===== src/rtl/video_pkg.sv =====
// Shared definitions for the video scan-out block: FSM state codes,
// control register bit positions and default 640x480 VGA timing.
package video_pkg;

  // Scan-out FSM states.
  localparam logic [1:0] ST_IDLE  = 2'd0;
  localparam logic [1:0] ST_RUN   = 2'd1;
  localparam logic [1:0] ST_DRAIN = 2'd2;

  // Bit positions inside the ctrl register.
  localparam int CTRL_EN    = 0;
  localparam int CTRL_SWAP  = 1;
  localparam int CTRL_IRQEN = 2;

  // Default 640x480@60 timing, in pixel clocks and lines.
  localparam int DEF_H_ACTIVE = 640;
  localparam int DEF_H_FP     = 16;
  localparam int DEF_H_SYNC   = 96;
  localparam int DEF_H_BP     = 48;
  localparam int DEF_V_ACTIVE = 480;
  localparam int DEF_V_FP     = 10;
  localparam int DEF_V_SYNC   = 2;
  localparam int DEF_V_BP     = 33;

endpackage


===== src/rtl/video_raster_counter.sv =====
// Horizontal/vertical raster counters with wrap and frame-end detect.
// Exposes the next-state values so the caller can register decoded
// outputs that line up cycle-exactly with the counters.
module video_raster_counter #(
  parameter int H_TOTAL = 800,
  parameter int V_TOTAL = 525,
  parameter int CW      = 10
) (
  input  logic          clk,
  input  logic          rst_n,
  input  logic          count_i,
  output logic [CW-1:0] h_o,
  output logic [CW-1:0] v_o,
  output logic [CW-1:0] h_next_o,
  output logic [CW-1:0] v_next_o,
  output logic          fe_o
);

  localparam logic [CW-1:0] H_LAST = CW'(H_TOTAL - 1);
  localparam logic [CW-1:0] V_LAST = CW'(V_TOTAL - 1);

  logic [CW-1:0] h_q, h_d;
  logic [CW-1:0] v_q, v_d;
  logic          h_wrap;
  logic          v_last;

  assign h_wrap = (h_q == H_LAST);
  assign v_last = (v_q == V_LAST);
  assign fe_o   = count_i & h_wrap & v_last;

  // Next counter values: advance while counting, otherwise park at the origin.
  always_comb begin
    // NOTE: every output gets a default first so no path leaves it unassigned (no latch).
    h_d = '0;
    v_d = '0;
    if (count_i) begin
      h_d = h_wrap ? '0 : h_q + 1'b1;
      v_d = v_q;
      if (h_wrap) v_d = v_last ? '0 : v_q + 1'b1;
    end
  end

  // Counter registers.
  always_ff @(posedge clk or negedge rst_n) begin
    // NOTE: non-blocking assignments so every flop samples pre-edge values.
    if (!rst_n) begin
      h_q <= '0;
      v_q <= '0;
    end else begin
      h_q <= h_d;
      v_q <= v_d;
    end
  end

  assign h_o      = h_q;
  assign v_o      = v_q;
  assign h_next_o = h_d;
  assign v_next_o = v_d;

endmodule


===== src/rtl/video_timing_controller.sv =====
// Raster timing generator and front/back buffer swap controller.
// Drives hsync/vsync/blank and pixel coordinates, swaps the scanned-out
// base address only at frame end, and raises a sticky swap interrupt.
module video_timing_controller
  import video_pkg::*;
#(
  parameter int   H_ACTIVE = DEF_H_ACTIVE,
  parameter int   H_FP     = DEF_H_FP,
  parameter int   H_SYNC   = DEF_H_SYNC,
  parameter int   H_BP     = DEF_H_BP,
  parameter int   V_ACTIVE = DEF_V_ACTIVE,
  parameter int   V_FP     = DEF_V_FP,
  parameter int   V_SYNC   = DEF_V_SYNC,
  parameter int   V_BP     = DEF_V_BP,
  parameter logic SYNC_POL = 1'b0,
  parameter int   CW       = 10
) (
  input  logic          clk,
  input  logic          reset_n,
  input  logic [31:0]   ctrl,
  input  logic [31:0]   back_base,
  input  logic          irq_ack,
  output logic          hsync,
  output logic          vsync,
  output logic          blank_n,
  output logic [CW-1:0] pix_x,
  output logic [CW-1:0] pix_y,
  output logic [31:0]   front_base,
  output logic [15:0]   frame_count,
  output logic          swap_pending,
  output logic          swap_done,
  output logic          irq
);

  localparam int H_TOTAL = H_ACTIVE + H_FP + H_SYNC + H_BP;
  localparam int V_TOTAL = V_ACTIVE + V_FP + V_SYNC + V_BP;

  localparam logic [CW-1:0] H_ACT_C = CW'(H_ACTIVE);
  localparam logic [CW-1:0] V_ACT_C = CW'(V_ACTIVE);
  localparam logic [CW-1:0] HS_BEG  = CW'(H_ACTIVE + H_FP);
  localparam logic [CW-1:0] HS_END  = CW'(H_ACTIVE + H_FP + H_SYNC);
  localparam logic [CW-1:0] VS_BEG  = CW'(V_ACTIVE + V_FP);
  localparam logic [CW-1:0] VS_END  = CW'(V_ACTIVE + V_FP + V_SYNC);

  logic [1:0]    rst_sync_q;
  logic          rst_n;
  logic [1:0]    state_q, state_d;
  logic          hsync_q, hsync_d;
  logic          vsync_q, vsync_d;
  logic          blank_n_q, blank_n_d;
  logic [31:0]   front_base_q, front_base_d;
  logic [15:0]   frame_count_q, frame_count_d;
  logic          swap_pending_q, swap_pending_d;
  logic          swap_prev_q;
  logic          irq_q, irq_d;
  logic [CW-1:0] h_cur, v_cur, h_next, v_next;
  logic          fe;
  logic          scanning;
  logic          swap_rise;
  logic          do_swap;
  logic          unused_ctrl;

  assign unused_ctrl = ^ctrl[31:3];

  // Reset asserts immediately but releases on a clock edge, two flops later.
  always_ff @(posedge clk or negedge reset_n) begin
    if (!reset_n) rst_sync_q <= 2'b00;
    else          rst_sync_q <= {rst_sync_q[0], 1'b1};
  end
  assign rst_n = rst_sync_q[1];

  assign scanning = (state_q != ST_IDLE);

  video_raster_counter #(
    .H_TOTAL (H_TOTAL),
    .V_TOTAL (V_TOTAL),
    .CW      (CW)
  ) u_raster (
    .clk      (clk),
    .rst_n    (rst_n),
    .count_i  (scanning),
    .h_o      (h_cur),
    .v_o      (v_cur),
    .h_next_o (h_next),
    .v_next_o (v_next),
    .fe_o     (fe)
  );

  // Scan-out FSM: a re-enable while draining wins over the frame-end stop.
  always_comb begin
    state_d = state_q;
    case (state_q)
      ST_IDLE:  if (ctrl[CTRL_EN]) state_d = ST_RUN;
      ST_RUN:   if (!ctrl[CTRL_EN]) state_d = ST_DRAIN;
      ST_DRAIN: begin
        if (ctrl[CTRL_EN]) state_d = ST_RUN;
        else if (fe)       state_d = ST_IDLE;
      end
      default:  state_d = ST_IDLE;
    endcase
  end

  // Sync/blank decode from the counters' next values so they register in step.
  always_comb begin
    blank_n_d = 1'b0;
    hsync_d   = ~SYNC_POL;
    vsync_d   = ~SYNC_POL;
    if (state_d != ST_IDLE) begin
      blank_n_d = (h_next < H_ACT_C) && (v_next < V_ACT_C);
      if (h_next >= HS_BEG && h_next < HS_END) hsync_d = SYNC_POL;
      if (v_next >= VS_BEG && v_next < VS_END) vsync_d = SYNC_POL;
    end
  end

  // Swap handshake, frame counter and interrupt.
  assign swap_rise = ctrl[CTRL_SWAP] & ~swap_prev_q;
  assign do_swap   = fe & swap_pending_q;

  always_comb begin
    // A rising edge on the frame-end cycle itself re-arms for the following frame.
    swap_pending_d = (swap_pending_q & ~fe) | (swap_rise & scanning);
    front_base_d   = do_swap ? back_base : front_base_q;
    frame_count_d  = fe ? frame_count_q + 16'd1 : frame_count_q;
    // A new set beats a simultaneous acknowledge.
    irq_d          = (do_swap & ctrl[CTRL_IRQEN]) | (irq_q & ~irq_ack);
  end

  // State and output registers.
  always_ff @(posedge clk or negedge rst_n) begin
    if (!rst_n) begin
      state_q        <= ST_IDLE;
      hsync_q        <= ~SYNC_POL;
      vsync_q        <= ~SYNC_POL;
      blank_n_q      <= 1'b0;
      front_base_q   <= '0;
      frame_count_q  <= '0;
      swap_pending_q <= 1'b0;
      swap_prev_q    <= 1'b0;
      irq_q          <= 1'b0;
    end else begin
      state_q        <= state_d;
      hsync_q        <= hsync_d;
      vsync_q        <= vsync_d;
      blank_n_q      <= blank_n_d;
      front_base_q   <= front_base_d;
      frame_count_q  <= frame_count_d;
      swap_pending_q <= swap_pending_d;
      swap_prev_q    <= ctrl[CTRL_SWAP];
      irq_q          <= irq_d;
    end
  end

  assign hsync        = hsync_q;
  assign vsync        = vsync_q;
  assign blank_n      = blank_n_q;
  assign pix_x        = h_cur;
  assign pix_y        = v_cur;
  assign front_base   = front_base_q;
  assign frame_count  = frame_count_q;
  assign swap_pending = swap_pending_q;
  assign swap_done    = do_swap;
  assign irq          = irq_q;

endmodule


===== config.mk =====
export PLATFORM = sky130hd
export DESIGN_NAME = video_timing_controller
export DESIGN_NICKNAME = d
export VERILOG_FILES = /design/src/rtl/video_pkg.sv /design/src/rtl/video_raster_counter.sv /design/src/rtl/video_timing_controller.sv
export SDC_FILE = /design/constraint.sdc
export NUM_CORES = 1
export LEC_CHECK = 0
export ABC_AREA = 1
export CAP_MARGIN = 20
export CORE_MARGIN = 1
export CORE_UTILIZATION = 35
export DETAILED_ROUTE_END_ITERATION = 10
export PLACE_DENSITY_LB_ADDON = 0.1
export REMOVE_ABC_BUFFERS = 1
export SLEW_MARGIN = 0
export SYNTH_ARGS = -nofsm -noshare
export SYNTH_HDL_FRONTEND = slang
export SYNTH_HIERARCHICAL = 1
export SYNTH_SLANG_ARGS = --single-unit

===== constraint.sdc =====
create_clock -name clk -period 2.22 [get_ports clk]
set_clock_uncertainty 0.1 [all_clocks]
set_input_delay 0.333 -clock clk [delete_from_list [all_inputs] [get_ports clk]]
set_output_delay 0.333 -clock clk [all_outputs]
set_load 0.05 [all_outputs]

==> results.txt, run 1 <==
The implementation run finished. The skew report gives the latency at the later pin of the worst-skew pair as 350 ps. According to the dpl log, the detail-placed design has an HPWL of 6550 µm. Sorting the synthesized cells by area gives the leading types as dfrtp_1 51%, nand2_1 17%, nor2_1 4.7%, inv_1 4.3%, nand4_1 2.3%. STA classifies the critical path endpoint as an output port. Number of cells produced by synthesis landed at 448. Count of pins on the block boundary landed at 141. Number of buffers inserted for hold repair after clock tree synthesis landed at 0. The flow ran to the end, but the final reports show violations. Unique cell type count in the Yosys netlist landed at 35. The final reports fail on setup timing.

TritonCTS built the clock tree. Well-tap cell count landed at 136. Clock buffers in the final layout number 13. Summed over the clock group, the power is 1320 µW. Finished layout cell area landed at 5450 µm². In this run, the number of DRC markers left after iteration 0 of detailed routing was 136. STA classifies the critical path startpoint as a flop. Endpoints with negative setup slack in the final report add up to 1. Setup repair after global routing could not meet its margin everywhere.

Final worst slack landed at -36.9 ps. Power density normalized to cell area landed at 616 nW/µm². The most critical setup path has its endpoint at swap_done.

Critical path buffer and inverter count landed at 5.
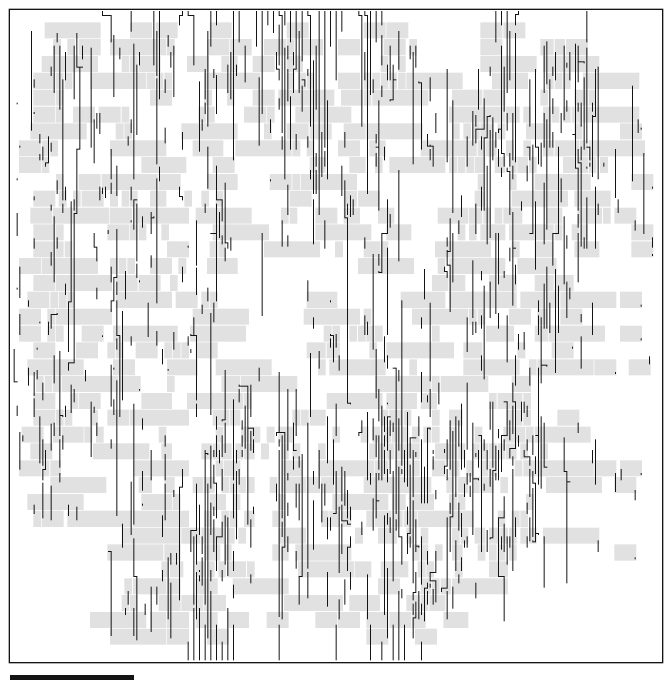
Run 1: the metal 2 layer
Bar = 20 µm. Cells faint in the background.
wire length on this layer: 4,110 µm
share of all routed wire: 45%
met2 routing resource usage after global routing: 26.5%
vias after detailed routing: 3,278

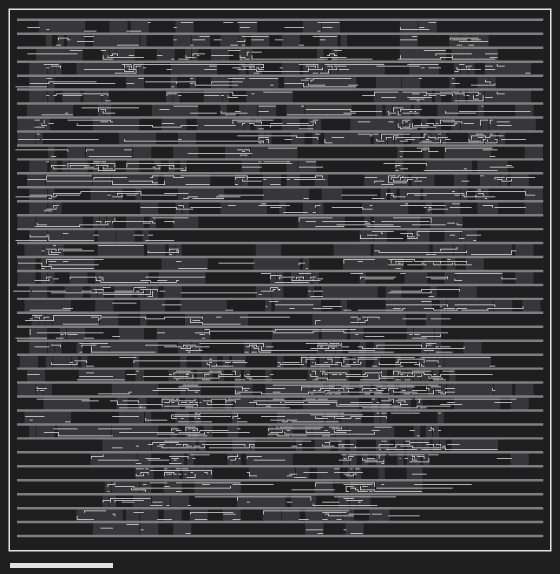
Run 1: the metal 1 layer
Bar = 20 µm. Supply wires on this layer in gray. Cells faint in the background.
main direction: horizontal
longest straight run: 32.2 µm

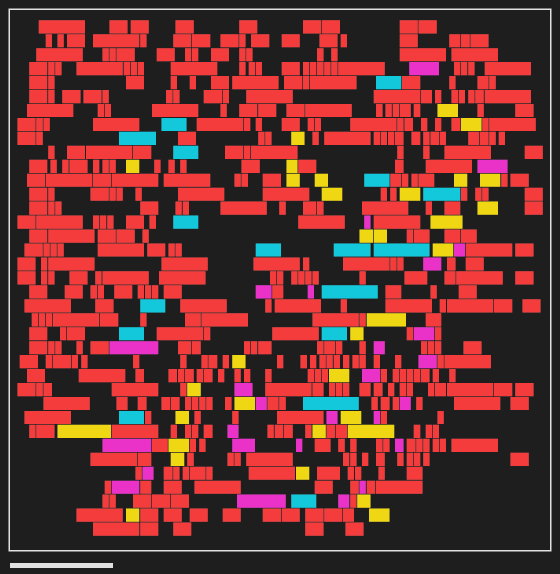
Run 1: cell sizes after repair
Bar = 20 µm.
legend:
  drive 1 or less:
    color: red
    cells: 509
    share: 87%
    most_used: nand2_1
  drive 3 to 4:
    color: yellow
    cells: 33
    share: 5.6%
    most_used: buf_4
  drive 2:
    color: magenta
    cells: 27
    share: 4.6%
  drive 6 and up:
    color: cyan
    cells: 17
    share: 2.9%
    most_used: clkbuf_8

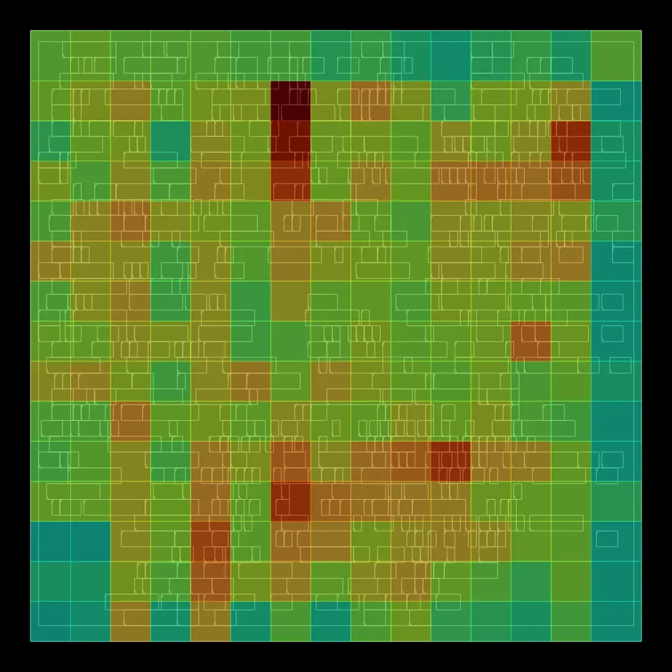
Run 1: congestion heat map
global route hottest layer: met2
met3 usage in global routing: 6.43%

Run 1, close-up of the layout:
Bar = 10 µm. Window x 33 to 73, y 12 to 52 µm. Cells in gray, sequential cells in the stronger gray; small squares are vias.
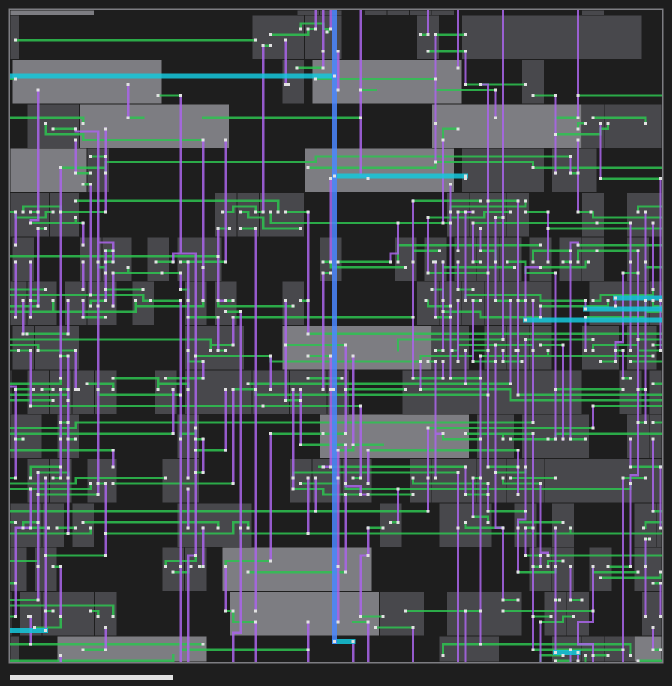

==> run 1 -> run 2 <==
==> constraint.sdc (replaced) <==
create_clock -name clk -period 2.4 [get_ports clk]
set_clock_uncertainty 0.1 [all_clocks]
set_input_delay 0.36 -clock clk [delete_from_list [all_inputs] [get_ports clk]]
set_output_delay 0.36 -clock clk [all_outputs]
set_load 0.05 [all_outputs]
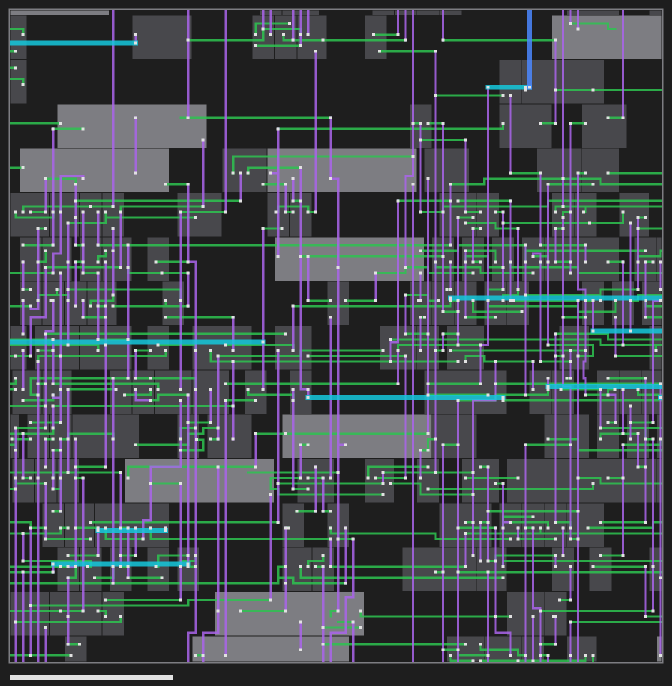
Run 2: close-up of the layout
Bar = 10 µm. Window x 33 to 73, y 12 to 52 µm. Cells in gray, sequential cells in the stronger gray; small squares are vias.
legend:
  met3:
    color: cyan
  met4:
    color: blue
  met1:
    color: green
  met2:
    color: purple
cells with their middle in the window: 135
sequential cells in the window: 9
netlist names of flops here include: u_raster/h_o (3), u_raster/v_o (3)
most frequent: nand2_1 (28), nor2_1 (24), inv_1 (17)

==> run 2 against run 1 <==
  * The flow still finishes with violations (setup timing)
  * Sequential power is 7% lower
  * Core utilization shrank 0.84 points
  * Hold slack improved by 38 ps
  * Sequential share of layout area rose by 0.58 points
  * Count of clock-buffer cells in the layout decreased by 4
  * Critical path depth unchanged
  * Critical path type unchanged
  * Largest power group unchanged
==> results.txt, run 2 <==
The implementation run finished. Met3 demand-to-capacity share in global routing landed at 6.00% (-0.43 points). Global routing put the most usage on met2. In the final layout, non-clock buffers account for 23.2% of the cell area. STA classifies the critical path endpoint as an output port.

Final worst slack landed at -4.53 ps (+32.3 ps). The final-layout clock buffer total was 9 (-4). TritonCTS built the clock tree. STA classifies the critical path startpoint as a flop. The number of cells produced by synthesis was 448 (unchanged).

DRC violation total after the first TritonRoute iteration landed at 107 (-21%). The well-tap cell count is 136 (unchanged). Count of pins on the block boundary landed at 141 (unchanged).

Finished layout cell area landed at 5360 µm² (-1.6%). Power in the clock group landed at 1100 µW (-17%). In the post-synthesis netlist, the biggest area contributors are dfrtp_1 51%, nand2_1 17%, nor2_1 4.7%, inv_1 4.3%, nand4_1 2.3%. The checks that failed: setup timing. For reference, the critical path is captured by swap_done.

Number of buffers inserted for hold repair after clock tree synthesis landed at 0 (unchanged). The number of failing setup endpoints in the final timing report was 1 (unchanged). Half-perimeter wire length after placement landed at 6560 µm (+0.13%). The run finished, with violations left. Sequential logic power landed at 1420 µW.

The power density normalized to cell area was 555 nW/µm² (-9.8%). The critical path buffer and inverter count is 5 (unchanged). Setup repair after global routing could not meet its margin everywhere.
Power figures rest on the tool's default switching activity, not on a simulated workload.
